--- src/rtl/uart_mem_loader.sv ---
// uart_mem_loader
//   Receives an image over an 8N1 UART line, packs bytes little-endian into
//   32-bit words and writes them to byte addresses 0,4,8,... through a simple
//   memory write port. Stops after NUM_WORDS words and raises done.
// Ports
//   clk        system clock, rising edge
//   reset      asynchronous, active-high
//   uart_rx    serial input, idle high, asynchronous to clk
//   mem_addr   byte address of the current write (multiple of 4)
//   mem_wdata  word to write; holds its value between writes
//   mem_rw     1 = idle/read, 0 = write (one clk per word)
//   busy       high while a UART frame is being received
//   done       sticky, NUM_WORDS words written
//   frame_err  sticky, a frame had a low stop bit
//   word_count number of words written so far
module uart_mem_loader #(
  parameter int unsigned CLK_HZ    = 27_000_000,
  parameter int unsigned BAUD      = 115_200,
  parameter int unsigned NUM_WORDS = 256
) (
  input  logic        clk,
  input  logic        reset,
  input  logic        uart_rx,
  output logic [31:0] mem_addr,
  output logic [31:0] mem_wdata,
  output logic        mem_rw,
  output logic        busy,
  output logic        done,
  output logic        frame_err,
  output logic [15:0] word_count
);

  localparam int unsigned CLKS_PER_BIT = CLK_HZ / BAUD;
  localparam int unsigned HALF_BIT     = CLKS_PER_BIT / 2;
  localparam int unsigned CNT_W        = $clog2(CLKS_PER_BIT);

  localparam logic [CNT_W-1:0] BIT_LAST  = CNT_W'(CLKS_PER_BIT - 1);
  localparam logic [CNT_W-1:0] HALF_LAST = CNT_W'(HALF_BIT - 1);
  localparam logic [15:0]      LAST_WORD = 16'(NUM_WORDS - 1);

  typedef enum logic [1:0] {
    IDLE,
    START,
    DATA,
    STOP
  } state_t;

  state_t           state;
  logic             rx_meta;
  logic             rx_sync;
  logic [CNT_W-1:0] cnt;
  logic [2:0]       bit_idx;
  logic [7:0]       shift;
  logic [1:0]       byte_idx;

  always_ff @(posedge clk or posedge reset) begin
    if (reset) begin
      state      <= IDLE;
      rx_meta    <= 1'b1;
      rx_sync    <= 1'b1;
      cnt        <= '0;
      bit_idx    <= '0;
      shift      <= '0;
      byte_idx   <= '0;
      mem_addr   <= '0;
      mem_wdata  <= '0;
      mem_rw     <= 1'b1;
      busy       <= 1'b0;
      done       <= 1'b0;
      frame_err  <= 1'b0;
      word_count <= '0;
    end else begin
      rx_meta <= uart_rx;
      rx_sync <= rx_meta;

      // Write strobe release runs independently of the receiver so a frame
      // starting during the strobe is not disturbed.
      if (!mem_rw) begin
        mem_rw     <= 1'b1;
        mem_addr   <= mem_addr + 32'd4;
        word_count <= word_count + 16'd1;
        if (word_count == LAST_WORD) begin
          done <= 1'b1;
        end
      end

      case (state)
        IDLE: begin
          if (!done && !rx_sync) begin
            state <= START;
            busy  <= 1'b1;
            cnt   <= '0;
          end
        end

        START: begin
          if (cnt == HALF_LAST) begin
            cnt <= '0;
            if (!rx_sync) begin
              state   <= DATA;
              bit_idx <= '0;
            end else begin
              state <= IDLE;
              busy  <= 1'b0;
            end
          end else begin
            cnt <= cnt + 1'b1;
          end
        end

        DATA: begin
          if (cnt == BIT_LAST) begin
            cnt     <= '0;
            shift   <= {rx_sync, shift[7:1]};
            bit_idx <= bit_idx + 3'd1;
            if (bit_idx == 3'd7) begin
              state <= STOP;
            end
          end else begin
            cnt <= cnt + 1'b1;
          end
        end

        STOP: begin
          if (cnt == BIT_LAST) begin
            cnt   <= '0;
            state <= IDLE;
            busy  <= 1'b0;
            if (rx_sync) begin
              mem_wdata[{byte_idx, 3'b000} +: 8] <= shift;
              // 2-bit index wraps to 0 here rather than on strobe release;
              // no byte can complete in between, so the result is identical.
              byte_idx <= byte_idx + 2'd1;
              if (byte_idx == 2'd3) begin
                mem_rw <= 1'b0;
              end
            end else begin
              frame_err <= 1'b1;
            end
          end else begin
            cnt <= cnt + 1'b1;
          end
        end

        default: begin
          state <= IDLE;
          busy  <= 1'b0;
        end
      endcase
    end
  end

endmodule
--- config.mk ---
export PLATFORM = sky130hd
export DESIGN_NAME = uart_mem_loader
export DESIGN_NICKNAME = d
export VERILOG_FILES = /design/src/rtl/uart_mem_loader.sv
export SDC_FILE = /design/constraint.sdc
export NUM_CORES = 1
export LEC_CHECK = 0
export CAP_MARGIN = 40
export CORE_ASPECT_RATIO = 1.4
export CORE_MARGIN = 2
export CORE_UTILIZATION = 49
export CTS_BUF_LIST = sky130_fd_sc_hd__clkbuf_8
export DETAILED_ROUTE_END_ITERATION = 6
export GPL_TIMING_DRIVEN = 1
export PLACE_DENSITY = 0.87
export SLEW_MARGIN = 20
export SYNTH_ARGS = -nofsm -noshare
export SYNTH_HDL_FRONTEND = slang
export SYNTH_SLANG_ARGS = --single-unit
--- constraint.sdc ---
create_clock -name clk -period 3.4 [get_ports clk]
set_input_delay 0.51 -clock clk [delete_from_list [all_inputs] [get_ports clk]]
set_output_delay 0.51 -clock clk [all_outputs]
set_load 0.05 [all_outputs]
==> run summary, run 1 <==
Outcome: complete, no violations
Latency at later pin: 380 ps
Layout non-clock buf frac: 14.76%
Final hold violations: 0
RSZ-0062 raised after global routing: false
DR vias/cell: 5.588
Antenna violations before repair: 0
R2R cell count: 5
Via count: 3632
TritonCTS clock tree: done
Tap Cells: 110
Worst path slowest cell: clkdlybuf4s50_1
Finished Layout Cells: 650
Area leader, netlist: dfrtp_1
Critical path class: reg2out
Die height: 120.9 um
Pre-CTS setup slack: 1260 ps
YS chip area: 4781 um2
Post-cts resize count: 0
Tool warnings: 32
Fin area: 5898 um2
Initial DRC count: 185
H-tree depth: 3
Worst r2r src: byte_idx[0]$_DFFE_PP0P_
Biggest regs: mem_wdata (32), mem_addr (30), word_count (16)
First-pass iteration count of the detailed router: 4
Hold-fix buffers, CTS: 0
Setup TNS Final: 0 ps
Synthesized area: 4781 um2
DRC viols: 0
IO buf count: 84
Yosys xor share: 8.427%
GP Congestion: 0.8469
Setup crit end: mem_rw
Min-delay worst type: reg2reg
#MultiIn Comb: 320
Io pins: 87
Most frequent logic cell in the layout: dfrtp_1
Aoi share: 6.778%
Top-count cell post-synth: dfrtp_1
ANT nets after route: 0
Drt total wl: 9897 um
Fa+ha+maj area frac: 3.141%
Synth cell count leaders: dfrtp_1, nand2_1, xnor2_1
CP required: 2890 ps
First-pass GRT wire length: 16600 um
Largest net degree at the start of global routing: 58
Synth-to-Final Area Change: 23.37%
Comb area share: 34.05%
Period utilization: 69.86%
Simple Share, Synth: 20.73%
Inserted Clock Buffers: 9
Post-Syn Area per Cell: 10.67 um2
FF-to-FF setup slack: 1320 ps
Slew @ Worst Pin: 864.6 ps
Reg2reg end: mem_wdata[5]$_DFFE_PP0P_
Distinct lib cells: 50
Top Layout Cells: dfrtp_1, nand2_1, clkdlybuf4s50_1, xnor2_1, o21ai_0
Worst Hold Launch: rx_meta$_DFF_PP1_
Placed cells: 633
Clock-cell share: 2.652%
CTS root buffer: clkbuf_8
Core Area: 9459 um2
Clk slew on worst S/H paths: 90 ps
Worst VDD drop: 195.6 uV
Stages on the worst setup path: 1
Register area: 2681 um2
Hold Path Depth: 0
Hold Path End: rx_sync$_DFF_PP1_
Max-cap check violation count: 0
Crit path from: mem_rw$_DFF_PP1_
Antenna diodes: 0
Crit-path max cell delay: 840 ps
Post-DR wirelength/cell: 15.23 um
Dominant synthesized flop cell: dfrtp_1
Post-CTS Setup Bufs: 0
Die X-Extent: 87.48 um
Final max-slew violation count: 0
Count of library flops with an enable pin: 0
CTS Buffer Depth: 2
Tmin final: 2375 ps
Biggest area cells: dfrtp_1, xnor2_1, nand2_1
Crit. End Element: output port
Synth Instances: 448
Largest register FFs: 32
Total power: 1.988 mW
Top Family by Delay on Critical Path: buffers and inverters
run 1: power by group:
group	internal (mW)	total, mW	switching, mW	leakage, nW
Sequential	1.27	1.27	0.000986	1.45
Combinational	0.00498	0.0350	0.0300	1.03
Clock	0.258	0.678	0.420	0.0902
run 1: per-stage QoR:
step	util, %	hold slack [ps]
2_1_floorplan	-	345.2
6_report	62.35	359.7
3_3_place_gp	60.60	346.3
3_5_place_dp	60.60	347.2
4_1_cts	62.25	361.2
5_1_grt	62.35	369.5
run 1: routing by layer:
metal  GRT usage (%)  part of all wire, %  vias up
met5               0                    0        -
met4           6.923                  1.3        0
met3           4.218                  4.3        7
met2           33.62                   53       92
met1           24.74                   42     1811
li1                -                    -     1722
==> run_1/drive_strength.png <==
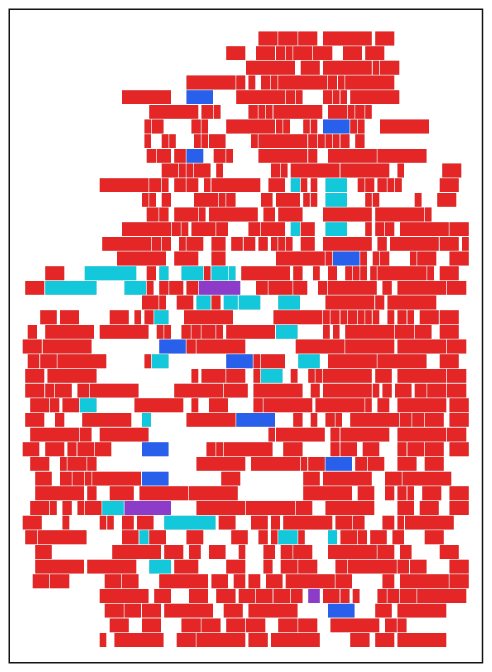
[drive 1 or less] red | cells: 497 | share: 92%
[drive 6 and up] blue | cells: 11 | share: 2.0%
[drive 2] cyan | cells: 29 | share: 5.4%
[drive 3 to 4] purple | cells: 3 | share: 0.56%
PnR worst setup slack: 1025 ps
Non-CTS buffers: 87

==> run_1/clock_map.png <==
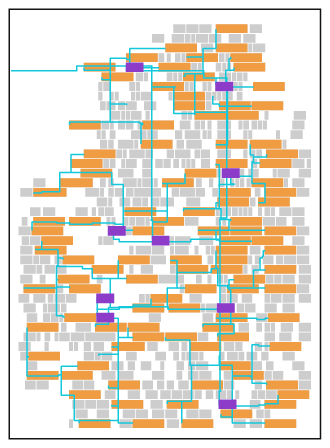
[clock wires] cyan | length: 1220 um
[flip-flops] orange | count: 107
[cells driving clock nets] purple | count: 9
routed clock nets: 10
flops lie: widely spread

==> run_1/final_clocks.png <==
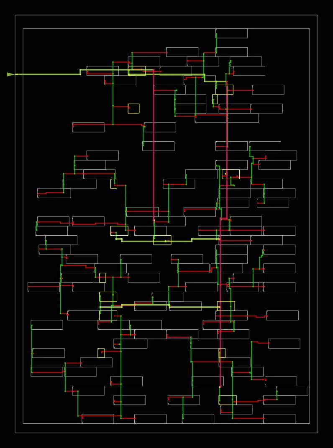
Clock Sinks: 107
Clock Skew: 9.431 ps
registers: 107

==> run 2: changes to the inputs <==
--- a/config.mk
+++ b/config.mk
@@ -8,11 +8,11 @@
 export CAP_MARGIN = 40
 export CORE_ASPECT_RATIO = 1.4
 export CORE_MARGIN = 2
-export CORE_UTILIZATION = 49
+export CORE_UTILIZATION = 54
 export CTS_BUF_LIST = sky130_fd_sc_hd__clkbuf_8
 export DETAILED_ROUTE_END_ITERATION = 6
 export GPL_TIMING_DRIVEN = 1
-export PLACE_DENSITY = 0.87
+export PLACE_DENSITY = 0.91
 export SLEW_MARGIN = 20
 export SYNTH_ARGS = -nofsm -noshare
 export SYNTH_HDL_FRONTEND = slang
==> constraint.sdc (replaced) <==
create_clock -name clk -period 2.4 [get_ports clk]
set_input_delay 0.36 -clock clk [delete_from_list [all_inputs] [get_ports clk]]
set_output_delay 0.36 -clock clk [all_outputs]
set_load 0.05 [all_outputs]
==> run_2/final_clocks.png <==
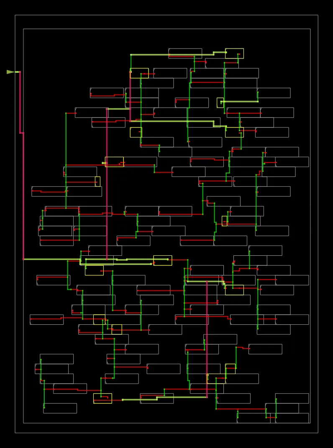
Inserted Clock Buffers: 9
Clock Skew: 21.99 ps
# clk buffers: 9
Latency at later pin: 390 ps
clock-net power: 991 uW

==> run_2/drive_strength.png <==
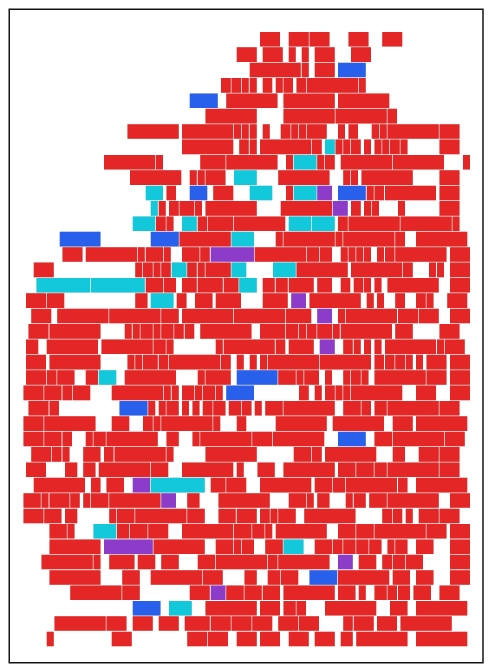
[drive 1 or less] red | cells: 498 | share: 91%
[drive 6 and up] blue | cells: 12 | share: 2.2%
[drive 3 to 4] purple | cells: 11 | share: 2.0%
[drive 2] cyan | cells: 24 | share: 4.4%
Synth-to-Final Area Change: 24.52%
Non-CTS buffers: 91
fin area: 5953 um2
PnR worst setup slack: 163.6 ps

==> run_2/cell_classes.png <==
Bar = 20 um.
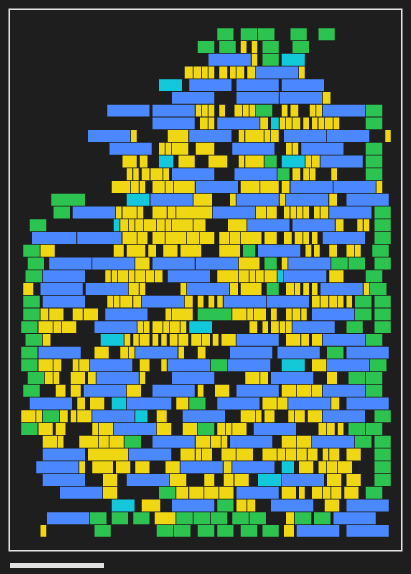
[flip-flops] blue | cells: 107 | share of their area: 46%
[all other logic] yellow | cells: 331 | share of their area: 35%
[other buffers and delay cells] green | cells: 91 | share of their area: 16%
[clock drivers and dummy loads] cyan | cells: 16 | share of their area: 2.9%
num rows: 40
flop share of the area: 45.04%

==> run summary, run 2 <==
CTS Buffer Depth: 2 (unchanged)
Synthesized area: 4781 um2 (unchanged)
First-pass GRT wire length: 17130 um (+3.2%)
Worst path slowest cell: clkdlybuf4s50_1
IO buf count: 84 (unchanged)
Crit-path max cell delay: 840 ps (about the same)
Main power group: registers
Most frequent logic cell in the layout: dfrtp_1
Int Power: 2.189 mW (+42%)
Hold-fix buffers, CTS: 0 (unchanged)
DR vias/cell: 5.718 (+2.3%)
Clock Sinks: 107 (unchanged)
First-pass iteration count of the detailed router: 4 (unchanged)
GP Congestion: 0.8627 (+1.9%)
Vias in the first global route: 3653
Combinational share of power: 1.9% (about the same)
Share of cells above drive strength 1: 8.624%
Top non-seq family: simple AND/OR/NAND/NOR gates
Drt total wl: 9961 um (+0.65%)
Period utilization: 93.18%
Antenna diodes: 0 (unchanged)
Outcome: complete, no violations
Setup TNS Final: 0 ps (unchanged)
DRC viols: 0 (unchanged)
GRT overflow: 0
Gate Area: 2008 um2
Top Metal Used: met4
Mux area share: 2.774%
Antenna violations before repair: 0 (unchanged)
Post-CTS Setup Bufs: 0 (unchanged)
Biggest regs: mem_wdata (32), mem_addr (30), word_count (16)
Die height: 115.3 um (-4.6%)
Grt met1 use: 27.72% (+3.0 points)
Tool warnings: 32 (unchanged)
Synth Instances: 448 (unchanged)
Met1 WL: 4075 um (-1.4%)
Post-cts resize count: 0 (unchanged)
Layout Nets: 555
Flop pwr share: 63.3% (-0.8 points)
P_leak: 2.588 nW
Initial DRC count: 216 (+17%)
Hold_ws: 360.7 ps (+0.9450 ps)
Final hold violations: 0 (unchanged)
Clk slew on worst S/H paths: 110 ps (+20 ps)
Routed met2 length: 5021 um (-3.5%)
Type of origin of the critical path: flop
Top Family by Delay on Critical Path: buffers and inverters
Fa+ha+maj area frac: 3.141% (unchanged)
Dpl cell area: 5784 um2
Met3 Wirelength: 530 um (+23%)
Slew margin rel.: 54.82%
Aoi share: 6.778% (unchanged)
Via count: 3717 (+2.3%)
Finished Layout Cells: 650 (unchanged)
Post-DR wirelength/cell: 15.32 um (+0.65%)
Data arrival, critical path: 1880 ps
Total power: 2.851 mW (+43%)
Critical path class: reg2out
Async set or reset register ratio after synthesis: 100.0%
M3 GR Usage: 6.030% (+1.8 points)
Top Layout Cells: dfrtp_1, nand2_1, clkdlybuf4s50_1, xnor2_1, o21ai_0
Peak Freq: 0.4472 GHz
Largest net degree at the start of global routing: 47 (-19%)
Die X-Extent: 83.52 um (-4.5%)
Synth cell count leaders: dfrtp_1, nand2_1, xnor2_1
Crit. End Element: output port
Distinct lib cells: 50 (unchanged)
# fillers: 609
H-tree depth: 3 (unchanged)
Core Area: 8608 um2 (-9.0%)
Simple Share, Synth: 20.73% (unchanged)
Critical-path cell list: clkdlybuf4s50_1
Clock Power Share: 34.8% (+0.7 points)
P_comb: 53.9 uW (+54%)
Register area: 2681 um2 (unchanged)
Layout Utilization: 69.16% (+6.8 points)
Max-cap check violation count: 0 (unchanged)
Count of library flops with an enable pin: 0 (unchanged)
Area leader share: 54.44%
Pwr/cell area: 479.0 nW/um2
RSZ-0062 raised after global routing: false
GR peak layer: met2
YS chip area: 4781 um2 (unchanged)
Seq power: 1.81 mW (+43%)
Post-Syn Area per Cell: 10.67 um2 (unchanged)
Net Sw Frac: 23.24% (+0.53 points)
Total Routing Usage GR: 22.40%
Ys flops: 107
Endpoints failing setup: 0
GRT met2 Usage: 36.88% (+3.3 points)
CP required: 2040 ps (-850 ps)
Final max-slew violation count: 0 (unchanged)
Largest Register: mem_wdata
Io pins: 87 (unchanged)
Min-delay worst type: in2reg
Total die area: 9632 um2
Pre-CTS setup slack: 442.4 ps (-817.6 ps)
Synth Seq Share: 56.08%
WP buf/inv: 1
CTS root buffer: clkbuf_8
TritonCTS clock tree: done
Initial Utilization: 55.54%
YS warnings: 0
CP max FO: 12
Slew @ Worst Pin: 672.7 ps (-191.9 ps)
P_sw: 662.7 uW (+47%)
Yosys xor share: 8.427% (unchanged)
Ys cells: 448
DPL Wire Length: 7195 um
Placed cells: 634 (+0.16%)
ANT nets after route: 0 (unchanged)
Largest register FFs: 32 (unchanged)
Top-count cell post-synth: dfrtp_1
Area leader, netlist: dfrtp_1
Dominant synthesized flop cell: dfrtp_1
Biggest area cells: dfrtp_1, xnor2_1, nand2_1
Worst VDD drop: 308.0 uV (+57%)
Tmin final: 2236 ps
-- run 2: worst paths after layout --
check,from,slack [ps],end,depth (start not counted)
setup / recovery,mem_rw$_DFF_PP1_,160,mem_rw,1
hold / removal,uart_rx,360,rx_meta$_DFF_PP1_,1
setup reg to reg,cnt[1]$_DFFE_PP0P_,400,shift[3]$_DFFE_PP0P_,5
hold reg to reg,rx_meta$_DFF_PP1_,360,rx_sync$_DFF_PP1_,0
max in group asynchronous,reset,1400,rx_meta$_DFF_PP1_,3
min in group asynchronous,reset,370,mem_wdata[27]$_DFFE_PP0P_,2
-- run 2: area by class of cell --
type | count | area share, %
inverters | 11 | 0.7566
repair buffers | 91 | 15.43
well taps | 105 | 2.207
clock inverters | 7 | 0.7566
clock buffers | 9 | 2.081
flip-flops and latches | 107 | 45.04
multi-input cells | 320 | 33.73
==> run 3: changes to the inputs <==
--- a/config.mk
+++ b/config.mk
@@ -10,6 +10,7 @@
 export CORE_MARGIN = 2
 export CORE_UTILIZATION = 54
 export CTS_BUF_LIST = sky130_fd_sc_hd__clkbuf_8
+export CTS_CLUSTER_DIAMETER = 40
 export DETAILED_ROUTE_END_ITERATION = 6
 export GPL_TIMING_DRIVEN = 1
 export PLACE_DENSITY = 0.91
==> run_3/final_clocks.png <==
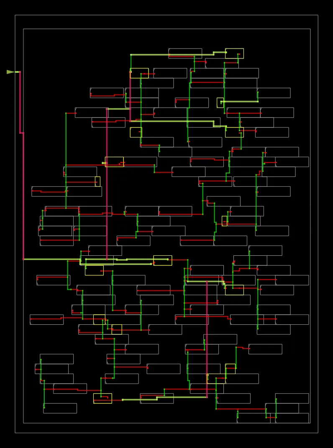

==> run_3/cell_classes.png <==
Bar = 20 um.
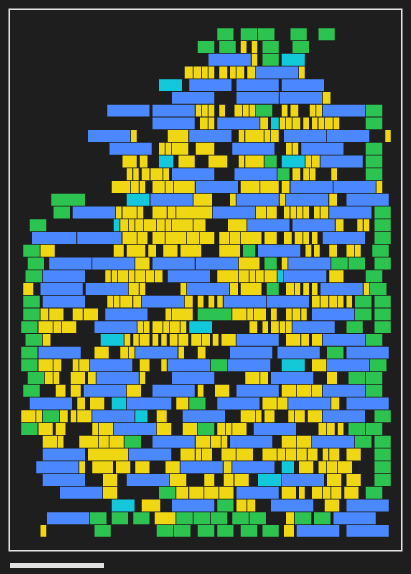
[other buffers and delay cells] green | cells: 91 | share of their area: 16%
[all other logic] yellow | cells: 331 | share of their area: 35%
[clock drivers and dummy loads] cyan | cells: 16 | share of their area: 2.9%
[flip-flops] blue | cells: 107 | share of their area: 46%
Layout Utilization: 69.16%
Core Area: 8608 um2

==> run_3/met1.png <==
Supply wires on this layer in grey. Cells faint in the background.
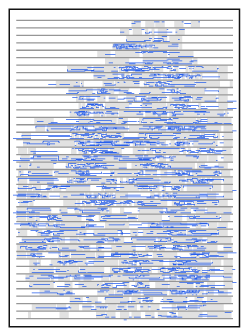
nets with wire on the layer: 473
wire length on this layer: 4080 um
main direction: horizontal
drt total wl: 9961 um
via count: 3717

==> run summary, run 3 <==
Initial DRC count: 216 (unchanged)
Endpoints failing setup: 0 (unchanged)
RSZ-0062 raised after global routing: false
M3 GR Usage: 6.030% (unchanged)
Top Metal Used: met4
Met1 WL: 4075 um (unchanged)
Top Family by Delay on Critical Path: buffers and inverters
Combinational share of power: 1.9% (about the same)
Slew @ Worst Pin: 672.7 ps (unchanged)
Share of cells above drive strength 1: 8.624% (unchanged)
First-pass GRT wire length: 17130 um (unchanged)
Largest net degree at the start of global routing: 47 (unchanged)
# clk buffers: 9 (unchanged)
ANT nets after route: 0 (unchanged)
CP required: 2040 ps (about the same)
Synthesized area: 4781 um2 (unchanged)
First-pass iteration count of the detailed router: 4 (unchanged)
P_sw: 662.7 uW (unchanged)
Int Power: 2.189 mW (unchanged)
Non-CTS buffers: 91 (unchanged)
Critical path class: reg2out
Worst VDD drop: 308.0 uV (unchanged)
Most frequent logic cell in the layout: dfrtp_1
Grt met1 use: 27.72% (unchanged)
Clock Skew: 21.99 ps (unchanged)
#MultiIn Comb: 320 (unchanged)
Io pins: 87 (unchanged)
Largest class: registers
Placed cells: 634 (unchanged)
TritonCTS clock tree: done
Final max-slew violation count: 0 (unchanged)
Hold-fix buffers, CTS: 0 (unchanged)
Gate Area: 2008 um2 (unchanged)
Inserted Clock Buffers: 9 (unchanged)
Aoi share: 6.778% (unchanged)
Synth Seq Share: 56.08% (unchanged)
Clock Sinks: 107 (unchanged)
Flop pwr share: 63.3% (about the same)
Top non-seq family: simple AND/OR/NAND/NOR gates
Vias in the first global route: 3653 (unchanged)
Max-cap check violation count: 0 (unchanged)
Antenna diodes: 0 (unchanged)
CTS root buffer: clkbuf_8
Post-DR wirelength/cell: 15.32 um (unchanged)
Die height: 115.3 um (unchanged)
GR peak layer: met2
P_leak: 2.588 nW (unchanged)
Post-CTS Setup Bufs: 0 (unchanged)
H-tree depth: 3 (unchanged)
Top Layout Cells: dfrtp_1, nand2_1, clkdlybuf4s50_1, xnor2_1, o21ai_0
Met3 Wirelength: 530 um (unchanged)
# fillers: 609 (unchanged)
Crit-path max cell delay: 840 ps (about the same)
Total die area: 9632 um2 (unchanged)
Largest Register: mem_wdata
Num rows: 40 (unchanged)
Invs w/o clock: 11 (unchanged)
IO buf count: 84 (unchanged)
Synth-to-Final Area Change: 24.52% (unchanged)
Critical-path cell list: clkdlybuf4s50_1
Latency at later pin: 390 ps (about the same)
Area leader share: 54.44% (unchanged)
Synth Instances: 448 (unchanged)
Type of origin of the critical path: flop
Mux area share: 2.774% (unchanged)
DR vias/cell: 5.718 (unchanged)
Layout non-clock buf frac: 15.43% (unchanged)
Dominant synthesized flop cell: dfrtp_1
Flop share of the area: 45.04% (unchanged)
Peak Freq: 0.4472 GHz (unchanged)
Setup TNS Final: 0 ps (unchanged)
Crit. End Element: output port
WP buf/inv: 1 (unchanged)
Period utilization: 93.18% (unchanged)
Ys flops: 107 (unchanged)
Antenna violations before repair: 0 (unchanged)
Pwr/cell area: 479.0 nW/um2 (unchanged)
Area leader, netlist: dfrtp_1
DPL Wire Length: 7195 um (unchanged)
Outcome: complete, no violations
Hold_ws: 360.7 ps (unchanged)
YS warnings: 0 (unchanged)
Tool warnings: 32 (unchanged)
Finished Layout Cells: 650 (unchanged)
GRT met2 Usage: 36.88% (unchanged)
Post-cts resize count: 0 (unchanged)
Layout Nets: 555 (unchanged)
Simple Share, Synth: 20.73% (unchanged)
Data arrival, critical path: 1880 ps (about the same)
Pre-CTS setup slack: 442.4 ps (unchanged)
Post-Syn Area per Cell: 10.67 um2 (unchanged)
Clock-net power: 991 uW (about the same)
PnR worst setup slack: 163.6 ps (unchanged)
P_comb: 53.9 uW (about the same)
YS chip area: 4781 um2 (unchanged)
DRC viols: 0 (unchanged)
Routed met2 length: 5021 um (unchanged)
Initial Utilization: 55.54% (unchanged)
Biggest area cells: dfrtp_1, xnor2_1, nand2_1
Register area: 2681 um2 (unchanged)
Largest register FFs: 32 (unchanged)
Main power group: registers
Clock Power Share: 34.8% (about the same)
Registers: 107 (unchanged)
Ys cells: 448 (unchanged)
Final hold violations: 0 (unchanged)
Tmin final: 2236 ps (unchanged)
Synth cell count leaders: dfrtp_1, nand2_1, xnor2_1
Clk slew on worst S/H paths: 110 ps (about the same)
CTS Buffer Depth: 2 (unchanged)
GP Congestion: 0.8627 (unchanged)
Total Routing Usage GR: 22.40% (unchanged)
Yosys xor share: 8.427% (unchanged)
Comb area share: 33.73% (unchanged)
Net Sw Frac: 23.24% (unchanged)
Count of library flops with an enable pin: 0 (unchanged)
GRT overflow: 0 (unchanged)
Worst path slowest cell: clkdlybuf4s50_1
Seq power: 1.81 mW (about the same)
Die X-Extent: 83.52 um (unchanged)
Async set or reset register ratio after synthesis: 100.0% (unchanged)
FF-to-FF setup slack: 400 ps (about the same)
CP max FO: 12 (unchanged)
Clock-cell share: 2.837% (unchanged)
Tap Cells: 105 (unchanged)
Fa+ha+maj area frac: 3.141% (unchanged)
Biggest regs: mem_wdata (32), mem_addr (30), word_count (16)
Min-delay worst type: in2reg
Top-count cell post-synth: dfrtp_1
## run 3: worst paths after layout
path / startpoint / endpoint / depth (start not counted)
max: mem_rw$_DFF_PP1_ / mem_rw / 1
min: uart_rx / rx_meta$_DFF_PP1_ / 1
max reg2reg: cnt[1]$_DFFE_PP0P_ / shift[3]$_DFFE_PP0P_ / 5
min reg2reg: rx_meta$_DFF_PP1_ / rx_sync$_DFF_PP1_ / 0
max in group asynchronous: reset / rx_meta$_DFF_PP1_ / 3
min in group asynchronous: reset / mem_wdata[27]$_DFFE_PP0P_ / 2
## run 3: stage by stage
step	power, mW	utilization (%)	area, um2
floorplan	1.879	-	4788
global placement	1.896	67.19	5784
detailed placement	1.898	67.19	5784
CTS	2.875	69.16	5953
global route	2.959	69.16	5953
finish	2.851	69.16	5953
Power is estimated from default activity; no workload was simulated.
